**src/rtl/ifetch_pkg.sv**
```systemverilog
// Shared types and helpers for the instruction-fetch front end.
package ifetch_pkg;
    localparam logic [5:0] OP_J   = 6'h02;
    localparam logic [5:0] OP_JAL = 6'h03;

    typedef struct packed {
        logic [31:0] pc;
        logic [31:0] inst;
    } ifq_entry_t;

    // j/jal target lives in the 256 MB region of the delay-slot PC
    function automatic logic [31:0] jump_target(input logic [31:0] pc, input logic [31:0] inst);
        logic [31:0] pc4;
        pc4 = pc + 32'd4;
        return {pc4[31:28], inst[25:0], 2'b00};
    endfunction
endpackage

```
**src/rtl/ifq_fifo.sv**
```systemverilog
// Synchronous FIFO of fetched {pc, inst} entries; flush overrides push and pop.
module ifq_fifo
    import ifetch_pkg::*;
#(
    parameter int DEPTH = 4
) (
    input  logic                   i_clk,
    input  logic                   rst_n,
    input  logic                   push,
    input  logic                   pop,
    input  logic                   flush,
    input  ifq_entry_t             wdata,
    output logic                   full,
    output logic                   empty,
    output logic [$clog2(DEPTH):0] count,
    output ifq_entry_t             head
);
    localparam int AW = $clog2(DEPTH);

    ifq_entry_t       mem [DEPTH];
    logic [AW-1:0]    rd_ptr;
    logic [AW-1:0]    wr_ptr;
    logic             do_push;
    logic             do_pop;

    assign full    = (count == DEPTH[AW:0]);
    assign empty   = (count == '0);
    assign do_push = push && !full;
    assign do_pop  = pop && !empty;
    assign head    = mem[rd_ptr];

    always_ff @(posedge i_clk or negedge rst_n) begin
        if (!rst_n) begin
            for (int i = 0; i < DEPTH; i++) mem[i] <= '0;
            rd_ptr <= '0;
            wr_ptr <= '0;
            count  <= '0;
        end else if (flush) begin
            rd_ptr <= '0;
            wr_ptr <= '0;
            count  <= '0;
        end else begin
            if (do_push) begin
                mem[wr_ptr] <= wdata;
                wr_ptr      <= wr_ptr + 1'b1;
            end
            if (do_pop) rd_ptr <= rd_ptr + 1'b1;
            if (do_push && !do_pop)      count <= count + 1'b1;
            else if (!do_push && do_pop) count <= count - 1'b1;
        end
    end
endmodule

```
**src/rtl/ifetch_queue.sv**
```systemverilog
// Fetch front end: owns the fetch PC, drives the ICACHE port and buffers words
// for decode; DROP waits out a stalled request that a redirect made stale.
module ifetch_queue
    import ifetch_pkg::*;
#(
    parameter int          DEPTH       = 4,
    parameter logic [31:0] RESET_PC    = 32'h0000_0000,
    parameter bit          PREDECODE_J = 1'b1
) (
    input  logic                   i_clk,
    input  logic                   rst_n,
    output logic                   ICACHE_ren,
    output logic                   ICACHE_wen,
    output logic [29:0]            ICACHE_addr,
    output logic [31:0]            ICACHE_wdata,
    input  logic                   ICACHE_stall,
    input  logic [31:0]            ICACHE_rdata,
    input  logic                   redirect_valid,
    input  logic [31:0]            redirect_pc,
    output logic                   inst_valid,
    input  logic                   inst_ready,
    output logic [31:0]            inst,
    output logic [31:0]            inst_pc,
    output logic [$clog2(DEPTH):0] queue_count
);
    typedef enum logic {RUN, DROP} state_t;

    state_t      state;
    logic [31:0] fetch_pc;
    logic [31:0] saved_pc;
    logic [31:0] redir_pc;
    logic        full;
    logic        empty;
    logic        done;
    logic        is_jump;
    logic        push;
    logic        pop;
    ifq_entry_t  head;

    assign redir_pc     = redirect_pc & 32'hFFFF_FFFC;
    assign ICACHE_ren   = (state == DROP) || !full;
    assign ICACHE_wen   = 1'b0;
    assign ICACHE_wdata = '0;
    assign ICACHE_addr  = fetch_pc[31:2];
    assign done         = ICACHE_ren && !ICACHE_stall;
    assign is_jump      = PREDECODE_J && (ICACHE_rdata[31:26] == OP_J || ICACHE_rdata[31:26] == OP_JAL);
    assign push         = (state == RUN) && done && !redirect_valid;
    assign pop          = inst_valid && inst_ready && !redirect_valid;

    assign inst_valid   = !empty;
    assign inst         = head.inst;
    assign inst_pc      = head.pc;

    ifq_fifo #(.DEPTH(DEPTH)) u_fifo (
        .i_clk (i_clk),
        .rst_n (rst_n),
        .push  (push),
        .pop   (pop),
        .flush (redirect_valid),
        .wdata ('{pc: fetch_pc, inst: ICACHE_rdata}),
        .full  (full),
        .empty (empty),
        .count (queue_count),
        .head  (head)
    );

    always_ff @(posedge i_clk or negedge rst_n) begin
        if (!rst_n) begin
            state    <= RUN;
            fetch_pc <= RESET_PC;
            saved_pc <= '0;
        end else begin
            case (state)
                RUN: begin
                    if (redirect_valid) begin
                        // a stalled request must finish at its old address first
                        if (done || !ICACHE_ren) begin
                            fetch_pc <= redir_pc;
                        end else begin
                            saved_pc <= redir_pc;
                            state    <= DROP;
                        end
                    end else if (done) begin
                        fetch_pc <= is_jump ? jump_target(fetch_pc, ICACHE_rdata) : fetch_pc + 32'd4;
                    end
                end
                DROP: begin
                    if (done) begin
                        fetch_pc <= redirect_valid ? redir_pc : saved_pc;
                        state    <= RUN;
                    end else if (redirect_valid) begin
                        saved_pc <= redir_pc;
                    end
                end
                default: state <= RUN;
            endcase
        end
    end
endmodule

```
**config.mk**
```make
export PLATFORM = sky130hd
export DESIGN_NAME = ifetch_queue
export DESIGN_NICKNAME = d
export VERILOG_FILES = /design/src/rtl/ifetch_pkg.sv /design/src/rtl/ifq_fifo.sv /design/src/rtl/ifetch_queue.sv
export SDC_FILE = /design/constraint.sdc
export NUM_CORES = 1
export LEC_CHECK = 0
export ABC_CLOCK_PERIOD_IN_PS = 2350
export CORE_MARGIN = 4
export CORE_UTILIZATION = 56
export CTS_CLUSTER_DIAMETER = 200
export DETAILED_ROUTE_END_ITERATION = 6
export GPL_TIMING_DRIVEN = 0
export PLACE_DENSITY = 0.92
export SETUP_SLACK_MARGIN = 0.1
export SYNTH_ARGS = -nofsm -noshare
export SYNTH_HDL_FRONTEND = slang
export SYNTH_SLANG_ARGS = --single-unit
```
**constraint.sdc**
```tcl
create_clock -name i_clk -period 2.35 [get_ports i_clk]
set_clock_uncertainty 0.15 [all_clocks]
set_input_delay 0.47 -clock i_clk [delete_from_list [all_inputs] [get_ports i_clk]]
set_output_delay 0.47 -clock i_clk [all_outputs]
set_load 0.005 [all_outputs]
```
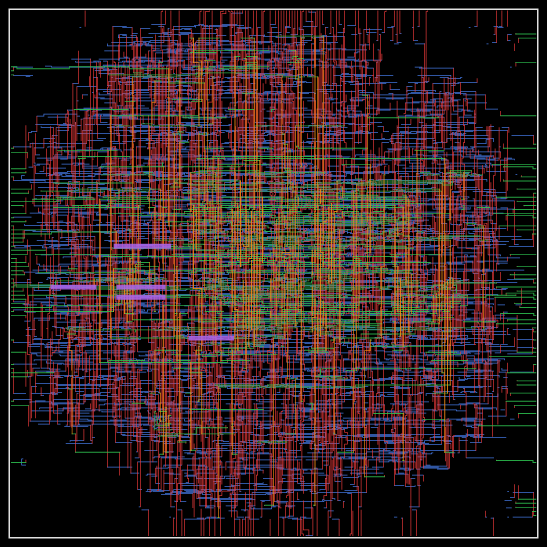
Fig. 1. Signal wires by layer (run 1).
(3 px per um)
color	layer	wire length
purple	M5	74.3 um
orange	M4	4250 um
blue	M1	18900 um
green	M3	6480 um
red	M2	25.4 mm

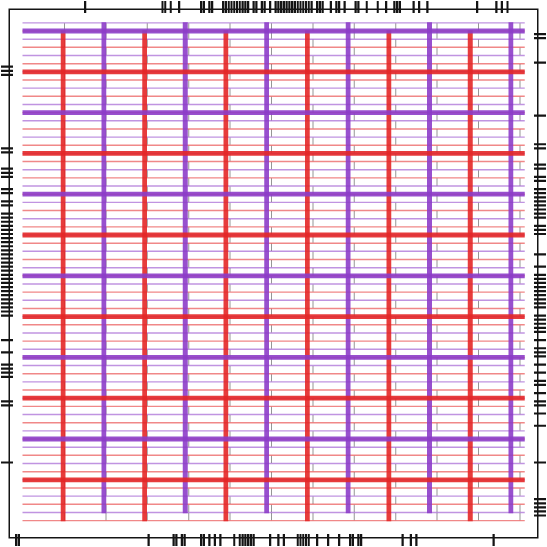
Fig. 2. Supply network (run 1).
(3 px per um) Pins as bars on the die edge. Tap cells in gray.
color	net
red	VSS
purple	VDD
met5 straps	12
rows	61
signal pins	201

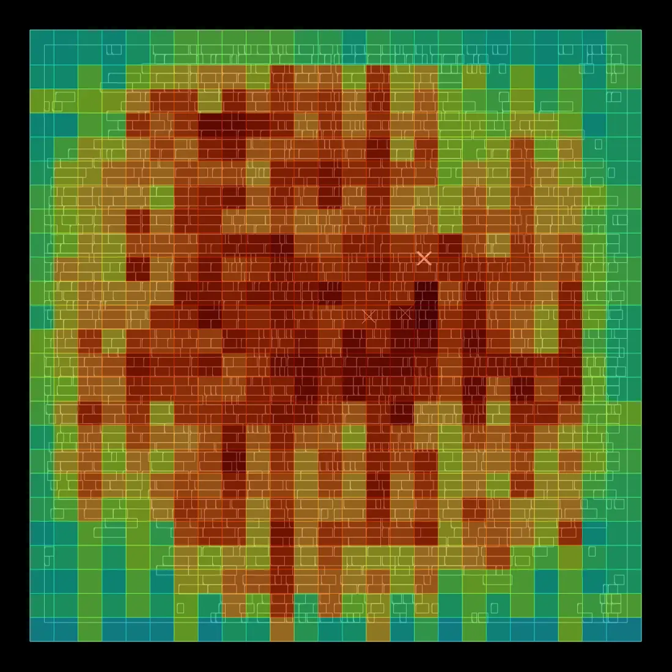
Fig. 3. Routing congestion (run 1).
Global Route met3 Usage: 8.61%
GRT Overall Usage: 31.6%
DR WL/cell: 28.7 um

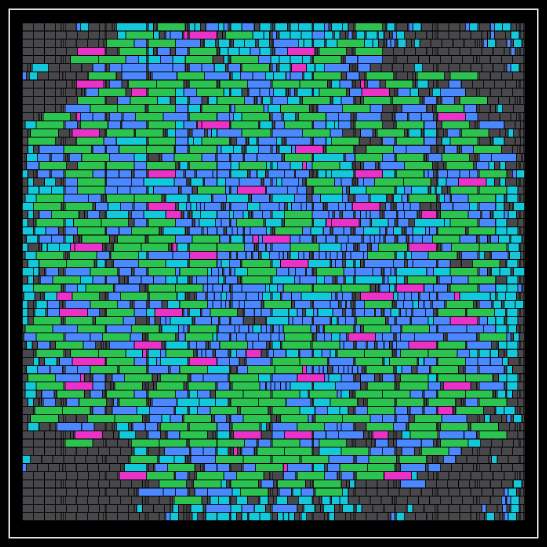
Fig. 4. Placement by cell class (run 1).
(3 px per um) Fill, decap, tap and diode cells in gray.
color	class	cells
cyan	remaining buffers and delay cells	424
blue	remaining logic cells	728
magenta	clock drivers and dummy loads	62
green	sequential cells	328

==> results.toml, run 1 <==
# physical design summary
[synthesis]
synthAoiAreaFrac_pct = 6.69
ys_sh_adder_pct = 0.525
top_area_share_pct = 52.2

[drt]
routedLengthMet1_um = 18900
drc = 16
routed-wl-met3_um = 6480
postRouteAntennaNets = 0
highest_layer = "met5"
drt-vias-per-instance = 6.64

[finish]
regMostFlops = "u_fifo.mem"
fin_util_pct = 76.6
final_cells = 1920
nNonClkInverters = 12
final_cell_mix = "306 x dfrtp_1, 244 x mux2_2, 120 x buf_4"
signal_buffers = 424
nMultiInputCombCells = 716

[global_routing]
grt_use_met2_pct = 49.4
met1_usage_pct = 40.3

[sta]
hold_slack_ns = -0.245
finalHoldViolCount = 75
relSlewSlack_pct = 40.3
setup_viol = 90
setup_ws_ns = -0.373
setup_tns_ns = -20.29

[floorplanning]
die-area_mm2 = 0.0309
num_rows = 61

[place]
dpl.hpwl_um = 31200
io_buffer_count = 164
dp_slack_ns = -1.01

[power_and_ir_drop]
p_leak_uw = 0.00984
p_sw_share_pct = 31.9
power_leader = "combinational logic"

[cts]
cts_tree = "yes"
cts.sinks = 328

[outcome]
violations = "design-rule violations, negative hold slack, negative setup slack"
status = "finished with violations"
Fig. 5: run 1, clock distribution
(2 px per um)
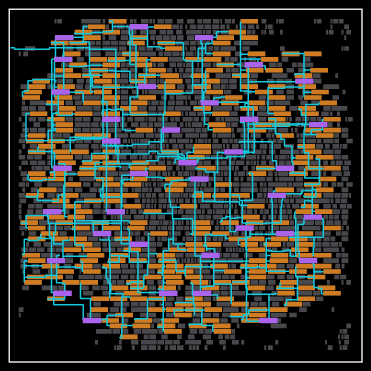

--- run 2 (diff from run 1) ---
--- a/config.mk
+++ b/config.mk
@@ -13,6 +13,7 @@
 export GPL_TIMING_DRIVEN = 0
 export PLACE_DENSITY = 0.92
 export SETUP_SLACK_MARGIN = 0.1
+export SKIP_LAST_GASP = 1
 export SYNTH_ARGS = -nofsm -noshare
 export SYNTH_HDL_FRONTEND = slang
 export SYNTH_SLANG_ARGS = --single-unit
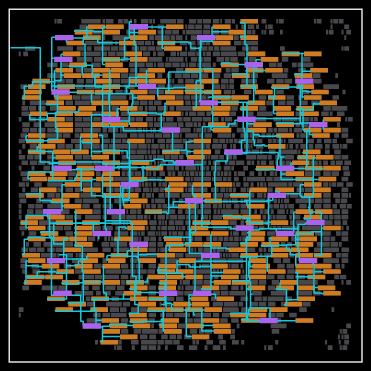
Fig. 6. Clock distribution (run 2).
(2 px per um)
[orange] flip-flops | count: 328
[cyan] clock wires | length: 4220 um
[purple] clock-net drivers | count: 36
routed clock nets	37

==> run 2 against run 1 <==
Compared with the run above: the run still ends with design-rule violations, negative hold slack, negative setup slack left; non-clock buffer count grew 20; highest routed layer unchanged; flip-flop count is the same; maximum frequency shrank 3.3%; sequential power is essentially flat; first-iteration DRC count grew 0.79%; critical path depth grew 1; worst setup slack lost 0.092 ns; clock power is essentially flat; largest cell class unchanged; wire length grew 1.1%.
==> results.toml, run 2 <==
# physical design summary
[outcome]
status = "finished with violations"
violations = "design-rule violations, negative hold slack, negative setup slack"

[place]
io_buffer_count = 164
dp_slack_ns = -1.01

[floorplanning]
die-area_mm2 = 0.0309
num_rows = 61

[power_and_ir_drop]
p_leak_uw = 0.00986
p_sw_share_pct = 31.9

[synthesis]
top_area_share_pct = 52.2
synthAoiAreaFrac_pct = 6.69

[drt]
wire_per_inst_um = 28.7
postRouteAntennaNets = 0
drc = 35
highest_layer = "met5"
routed-wl-met3_um = 6530
routedLengthMet1_um = 19000

[finish]
final_cell_mix = "306 x dfrtp_1, 262 x mux2_2, 138 x buf_4"
signal_buffers = 444

[sta]
finalHoldViolCount = 75
setup_ws_ns = -0.465
setup_viol = 186
hold_slack_ns = -0.242

[cts]
cts.sinks = 328
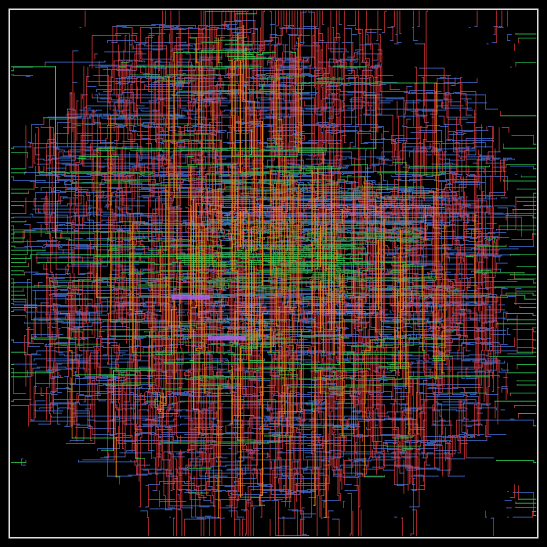
Fig. 7. Signal wires by layer (run 2).
(3 px per um)
color	layer	wire length
orange	M4	4300 um
purple	M5	22.1 um
red	M2	25.8 mm
blue	M1	19000 um
green	M3	6530 um

Power is estimated from default activity; no workload was simulated.
